$ cat src/rtl/da_pkg.sv
// Shared types and width helpers for the distributed-arithmetic MAC.
// Contents: FSM state enum, LUT entry width and output width functions.
package da_pkg;

  typedef enum logic [1:0] {StIdle, StBuild, StCalc, StDone} state_e;

  // A LUT entry holds the sum of up to grp weights.
  function automatic int lut_width(input int ww, input int grp);
    return ww + $clog2(grp);
  endfunction

  // Full dot-product width; the sum of n_taps ww*xw products cannot overflow it.
  function automatic int out_width(input int ww, input int xw, input int n_taps);
    return ww + xw + $clog2(n_taps);
  endfunction

endpackage

$ cat src/rtl/da_lut_bank.sv
// Partial-sum LUT for one group of GRP taps (GRP >= 2).
// Entry e holds the sum of the group weights whose bit is set in e.
// Ports:
//   clk, rst_n           clock, asynchronous active-low reset (clears all entries)
//   build_en, build_idx  write entry build_idx with the sum derived from w_grp
//   w_grp                GRP signed weights, tap i = w_grp[i*WW +: WW]
//   rd_addr, rd_data     combinational read port (sign-extended entry)
module da_lut_bank
  import da_pkg::*;
#(
  parameter int GRP = 4,
  parameter int WW  = 16,
  localparam int LW = lut_width(WW, GRP)
) (
  input  logic              clk,
  input  logic              rst_n,
  input  logic              build_en,
  input  logic [GRP-1:0]    build_idx,
  input  logic [GRP*WW-1:0] w_grp,
  input  logic [GRP-1:0]    rd_addr,
  output logic [LW-1:0]     rd_data
);

  localparam int NE = 2 ** GRP;

  logic [LW-1:0] lut_q [NE];
  logic [LW-1:0] build_sum;

  always_comb begin
    build_sum = '0;
    for (int i = 0; i < GRP; i++) begin
      if (build_idx[i]) begin
        build_sum = build_sum + {{(LW - WW){w_grp[i*WW+WW-1]}}, w_grp[i*WW +: WW]};
      end
    end
  end

  always_ff @(posedge clk or negedge rst_n) begin
    if (!rst_n) begin
      for (int e = 0; e < NE; e++) lut_q[e] <= '0;
    end else if (build_en) begin
      lut_q[build_idx] <= build_sum;
    end
  end

  assign rd_data = lut_q[rd_addr];

endmodule

$ cat src/rtl/da_partitioned_mac.sv
// Bit-serial distributed-arithmetic dot product y = sum_k w[k]*x[k] (signed).
// Weights live in a register file; any accepted write marks the group LUTs
// stale, and the next vector rebuilds them (2^GRP cycles) before computing.
// Ports:
//   clk, rst_n                   clock, asynchronous active-low reset
//   w_we, w_addr, w_data         weight write, honoured only while w_ready
//   w_ready, in_ready            high in idle
//   in_valid, x_flat             sample vector, tap k = x_flat[k*XW +: XW]
//   out_valid, out_ready, y      result handshake, y held until taken
//   busy                         engine not idle
module da_partitioned_mac
  import da_pkg::*;
#(
  parameter int N_TAPS = 8,
  parameter int GRP    = 4,
  parameter int XW     = 8,
  parameter int WW     = 16,
  localparam int OW    = out_width(WW, XW, N_TAPS),
  localparam int AW    = (N_TAPS > 1) ? $clog2(N_TAPS) : 1
) (
  input  logic                 clk,
  input  logic                 rst_n,
  input  logic                 w_we,
  input  logic [AW-1:0]        w_addr,
  input  logic [WW-1:0]        w_data,
  output logic                 w_ready,
  input  logic                 in_valid,
  output logic                 in_ready,
  input  logic [N_TAPS*XW-1:0] x_flat,
  output logic                 out_valid,
  input  logic                 out_ready,
  output logic [OW-1:0]        y,
  output logic                 busy
);

  localparam int NG = N_TAPS / GRP;
  localparam int LW = lut_width(WW, GRP);
  localparam int BW = (XW > 1) ? $clog2(XW) : 1;

  state_e state_q, state_d;

  logic [WW-1:0]        w_q [N_TAPS];
  logic                 stale_q;
  logic [N_TAPS*XW-1:0] x_q;
  logic [GRP-1:0]       ecnt_q;
  logic [BW-1:0]        bcnt_q;
  logic signed [OW-1:0] acc_q, acc_d, lout;
  logic [OW-1:0]        y_q;
  logic                 out_valid_q;
  logic [LW-1:0]        lut_rd [NG];

  logic w_acc, in_acc, last_entry, last_bit;

  assign w_acc      = w_we & w_ready;
  assign in_acc     = in_valid & in_ready;
  assign last_entry = (ecnt_q == '1);
  assign last_bit   = (bcnt_q == '0);

  // FSM: state register
  always_ff @(posedge clk or negedge rst_n) begin
    if (!rst_n) state_q <= StIdle;
    else        state_q <= state_d;
  end

  // FSM: next state; a write in the accept cycle lands first and forces a rebuild
  always_comb begin
    state_d = state_q;
    unique case (state_q)
      StIdle:  if (in_acc) state_d = (stale_q || w_acc) ? StBuild : StCalc;
      StBuild: if (last_entry) state_d = StCalc;
      StCalc:  if (last_bit) state_d = StDone;
      StDone:  if (out_ready) state_d = StIdle;
      default: state_d = StIdle;
    endcase
  end

  // FSM: outputs
  always_comb begin
    w_ready  = (state_q == StIdle);
    in_ready = (state_q == StIdle);
    busy     = (state_q != StIdle);
  end

  always_ff @(posedge clk or negedge rst_n) begin
    if (!rst_n) begin
      for (int k = 0; k < N_TAPS; k++) w_q[k] <= '0;
    end else if (w_acc) begin
      w_q[w_addr] <= w_data;
    end
  end

  for (genvar g = 0; g < NG; g++) begin : g_grp
    logic [GRP*WW-1:0] w_grp;
    logic [GRP-1:0]    rd_addr;
    for (genvar i = 0; i < GRP; i++) begin : g_tap
      logic [XW-1:0] tap;
      assign tap                 = x_q[(g*GRP+i)*XW +: XW];
      assign w_grp[i*WW +: WW]   = w_q[g*GRP+i];
      assign rd_addr[i]          = tap[bcnt_q];
    end
    da_lut_bank #(
      .GRP (GRP),
      .WW  (WW)
    ) u_lut (
      .clk       (clk),
      .rst_n     (rst_n),
      .build_en  (state_q == StBuild),
      .build_idx (ecnt_q),
      .w_grp     (w_grp),
      .rd_addr   (rd_addr),
      .rd_data   (lut_rd[g])
    );
  end

  // Group adder tree and MSB-first accumulation; the sign bit carries weight -2^(XW-1).
  always_comb begin
    lout = '0;
    for (int g = 0; g < NG; g++) begin
      lout = lout + {{(OW - LW){lut_rd[g][LW-1]}}, lut_rd[g]};
    end
    if (bcnt_q == BW'(XW - 1)) acc_d = -lout;
    else                       acc_d = (acc_q <<< 1) + lout;
  end

  always_ff @(posedge clk or negedge rst_n) begin
    if (!rst_n) begin
      stale_q     <= 1'b0;
      x_q         <= '0;
      ecnt_q      <= '0;
      bcnt_q      <= '0;
      acc_q       <= '0;
      y_q         <= '0;
      out_valid_q <= 1'b0;
    end else begin
      if (w_acc) stale_q <= 1'b1;
      else if (state_q == StBuild && last_entry) stale_q <= 1'b0;
      if (in_acc) begin
        x_q    <= x_flat;
        ecnt_q <= '0;
        bcnt_q <= BW'(XW - 1);
      end
      if (state_q == StBuild) ecnt_q <= ecnt_q + 1'b1;
      if (state_q == StCalc) begin
        acc_q  <= acc_d;
        bcnt_q <= bcnt_q - 1'b1;
        if (last_bit) begin
          y_q         <= acc_d;
          out_valid_q <= 1'b1;
        end
      end
      if (state_q == StDone && out_ready) out_valid_q <= 1'b0;
    end
  end

  assign y         = y_q;
  assign out_valid = out_valid_q;

endmodule
$ cat config.mk
export PLATFORM = sky130hd
export DESIGN_NAME = da_partitioned_mac
export DESIGN_NICKNAME = d
export VERILOG_FILES = /design/src/rtl/da_pkg.sv /design/src/rtl/da_lut_bank.sv /design/src/rtl/da_partitioned_mac.sv
export SDC_FILE = /design/constraint.sdc
export NUM_CORES = 2
export LEC_CHECK = 0
export ABC_AREA = 1
export CAP_MARGIN = 20
export CORE_MARGIN = 3
export CORE_UTILIZATION = 40
export DETAILED_ROUTE_END_ITERATION = 8
export PLACE_DENSITY = 0.67
export SYNTH_ARGS = -nofsm -noshare
export SYNTH_HDL_FRONTEND = slang
export SYNTH_SLANG_ARGS = --single-unit
$ cat constraint.sdc
create_clock -name clk -period 5.9 [get_ports clk]
set_input_delay 1.18 -clock clk [delete_from_list [all_inputs] [get_ports clk]]
set_output_delay 1.18 -clock clk [all_outputs]
set_load 0.05 [all_outputs]
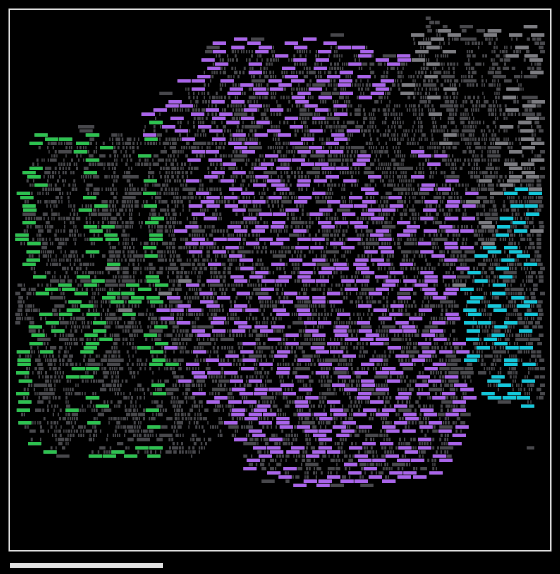
Figure 1: where the registers sit.
Scale bar: 100 um. Other sequential cells in the stronger gray, the rest of the logic in the fainter gray.
netlist name	color	flops
g_grp.u_lut.lut_q	purple	576
g_grp.w_grp	green	128
x_q	cyan	64
Flop area: 20800 sq um
Final Util: 0.462
flop share of the area: 0.380

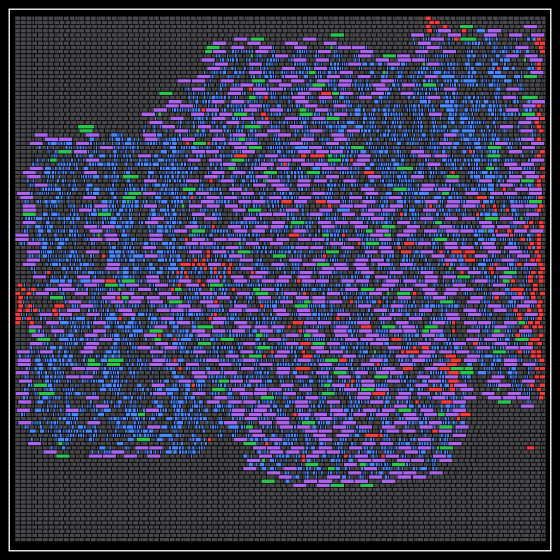
Figure 2: cell classes on the final placement.
Fill, decap, tap and diode cells in gray.
class	color	cells
all other logic	blue	5197
other buffers and delay cells	red	264
flip-flops	purple	832
clock drivers and dummy loads	green	166

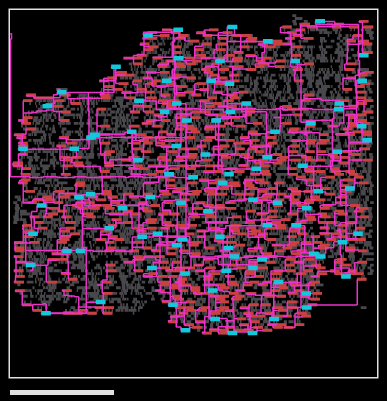
Figure 3: clock distribution.
Scale bar: 100 um.
[cells driving clock nets] cyan | count: 93
[flip-flops] red | count: 832
[clock wires] magenta | length: 11700 um
flops lie	spread over the die
Clock Skews: 0.0356 ns
clk_lat worst skew: 0.71 ns

==> flow_metrics.env <==
# physical design summary
export IMPL_status="finished, final reports clean"
export IMPL_crit_top_cell="nand2_1"
export IMPL_rsz0062_at_grt="true"
export IMPL_grt_max_degree=157
export IMPL_ys_top_cells_by_area="dfrtp_1 43%, nand2_1 16%, nand3_1 7.3%"
export IMPL_grt_pass1_wl_um=240000
export IMPL_hold_end="x_q[34]"
export IMPL_die_y_um=352
export IMPL_whs_ns=0.473
export IMPL_area_growth_pct=14.2
export IMPL_post_layout_nonfiller_instances=8060
export IMPL_syn_inst=6382
export IMPL_globalRouteOverflowTotal=0
export IMPL_dpl_cell_count=7874
export IMPL_clockBufferDepth=3
export IMPL_r2r_start="bcnt_q[0]"
export IMPL_chipArea_sq_um=124000
export IMPL_fin_crit_ns=5.61
export IMPL_ys_ff=832
export IMPL_worstPathArrival_ns=6.23
export IMPL_cts_root_buf="clkbuf_16"
export IMPL_synth_cell_type_count=61
export IMPL_layout_top_cells="2047 x nand2_1, 829 x dfrtp_1, 698 x nand3_1"
export IMPL_routabilityCongestion=0.930
export IMPL_final_nets=6635
export IMPL_reg2reg_slack_ns=0.29
export IMPL_fmax_mhz=178
export IMPL_cpPeakStageDelay_ns=0.43
export IMPL_layout_drive_gt1_share=0.0884
export IMPL_path_class="flop to flop"
export IMPL_drv_slew=0
export IMPL_htree_levels=3
export IMPL_drcViolationCount=0
export IMPL_syn_area_sq_um=47900
export IMPL_maxCapViolCount=0
export IMPL_setup_viol=0
export IMPL_preCtsSetupSlack_ns=0.115
export IMPL_synth_chip_area_sq_um=47900
export IMPL_via_count=43900
export IMPL_drt_initial_drc_count=4672
export IMPL_synth_top_cell_area_share=0.434
export IMPL_ys_cells=6382
export IMPL_initial_core_util=0.404
export IMPL_r2r_worst_path_cells=39
export IMPL_mostFrequentLayoutCell="nand2_1"
export IMPL_num_io_pins=119
export IMPL_top_area_cell="dfrtp_1"
export IMPL_viasPerCell=5.45
export IMPL_crit_slowest_cell="dfrtp_2"
export IMPL_syn_area_per_cell_sq_um=7.51
export IMPL_grt_pass1_vias=41400
export IMPL_worstMarginPinSlew_ns=1.16
export IMPL_ant_nets=0
export IMPL_path_max_fanout=29
export IMPL_first_pass_iters=6
export IMPL_wl_per_cell_um=19.1
export IMPL_critPathRequiredTime_ns=6.53
export IMPL_nFillCells=11800
export IMPL_fin_crit_sh=0.950
export IMPL_cts_tree="yes"
export IMPL_rows=126
export IMPL_ys_warn_count=0
export IMPL_hold_path_class="flop to flop"
export IMPL_hpwlAfterDp_um=98300
export IMPL_start_kind="flop"
export IMPL_warnings=45
export IMPL_r2r_end="y[26]"
export IMPL_ys_seq_share=0.434
export IMPL_portBuffers=118
export IMPL_clk_transition_reported_paths_ns=0.06
export IMPL_holdPathStages=2
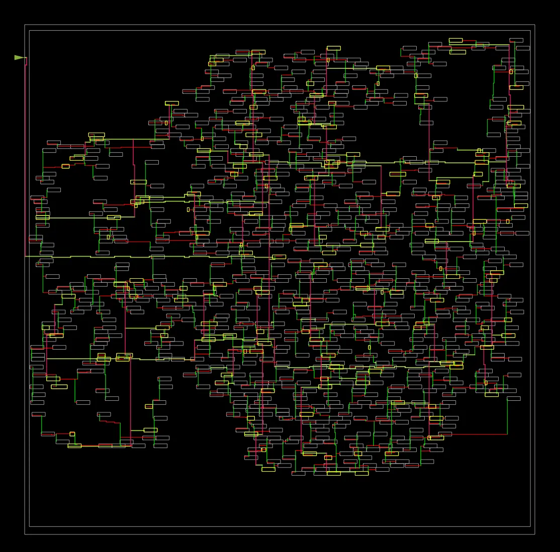
Figure 4: clock nets.
CLK BUF: 141
CTS buffer count: 93
clock sink count: 832

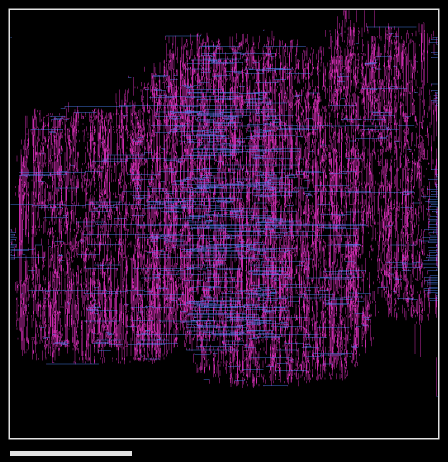
Figure 5: wiring by layer.
Scale bar: 100 um. Only two layers are drawn.
layer	color	wire length
met3	blue	12800 um
met2	magenta	67.5 mm

## final cells by class
type	instances	area [sq um]	share of cell area
Clock inverter	25	398	0.00727
Tap cell	1600	2000	0.0366
Inverter	573	2180	0.0397
Sequential cell	832	20800	0.380
Clock buffer	141	2830	0.0517
Multi-Input combinational cell	4624	23700	0.433
Antenna cell	1	2.50	0.0000457
Timing Repair Buffer	264	2820	0.0515
## synth_stat cells (all sizes together)
cell,n
nand2,2098
dfrtp,832
nand3,739
o21ai,715
inv,559
a21oi,330
clkbuf,191
nor2,180
buf,162
ha,151
mux2i,74
o211ai,54
xor2,34
nand4,30
xnor2,28
nor3,27
a31oi,19
o21bai,19
or2,18
clkinv,14
a21boi,12
a21o,11
o21a,11
a32o,10
nand3b,10
o221ai,10
fa,8
a211oi,6
o31ai,6
o22ai,5
a22oi,4
a221oi,3
and2,3
nor4,3
a2bb2oi,1
a31o,1
a32oi,1
and3,1
o2111ai,1
o2bb2ai,1
## sequential cells by signal, summed over array words and instances, names as in the netlist
| name | cells |
|---|---|
| g_grp.u_lut.lut_q | 576 |
| g_grp.w_grp | 128 |
| x_q | 64 |
| y | 27 |
| acc_q | 26 |
| ecnt_q | 4 |
| bcnt_q | 3 |
| state_q | 2 |
| out_valid | 1 |
| stale_q | 1 |
## critical path, delay by kind of cell (launching register included)
family	cells	cell delay, ns
AOI/OAI and AO/OA	6	0.91
DFF	1	0.43
buffers and inverters	13	1.42
adders and majority gates	3	0.94
and+or+nand+nor	17	1.79
## metrics by stage
stage	area, sq um	TNS, ns
global route	54700	-0.103
detailed placement	50800	0
CTS	54000	0
finish	54700	0
floorplan	47900	0
global placement	50800	0
## timing repair
action | in CTS | in global routing
hold buffers | 0 | 0
buffers inserted | 0 | 11
setup endpoints to repair | 0 | 154
hold endpoints to repair | 0 | 0
gates resized | 0 | 104
## how the worst max path moves through the flow
stage / from / endpoint / slack (ns) / cells past startpoint
2_1_floorplan: ecnt_q[0] / g_grp[0].u_lut.lut_q[17] / 0.71 / 38
3_3_place_gp: ecnt_q[0] / g_grp[1].u_lut.lut_q[107] / 0.11 / 37
3_5_place_dp: bcnt_q[0] / y[26] / 0.12 / 34
4_1_cts: bcnt_q[0] / y[26] / 0.06 / 34
5_1_grt: bcnt_q[0] / acc_q[25] / -0.08 / 39
6_report: bcnt_q[0] / y[26] / 0.29 / 39
## metal layers
metal	track usage	vias to the layer above	part of all wire
met4	0.0738	0	0.032
li1	-	20900	-
met2	0.372	1760	0.44
met5	0	-	0
met1	0.344	20900	0.44
met3	0.0411	278	0.083
## cell families (layout without fill, tap and decap cells)
logic type               count (synthesis)  in the layout  synth area share
AND-OR/OR-AND                         1220           1220             0.141
XOR/XNOR                                62             62            0.0113
adder cells (fa/ha/maj)                159            159            0.0427
buffers and inverters                  926           1003            0.0801
flip-flops                             832            832             0.434
multiplexers                            74             74            0.0154
other                                    0              1                 0
AND/OR/NAND/NOR                       3109           3109             0.275
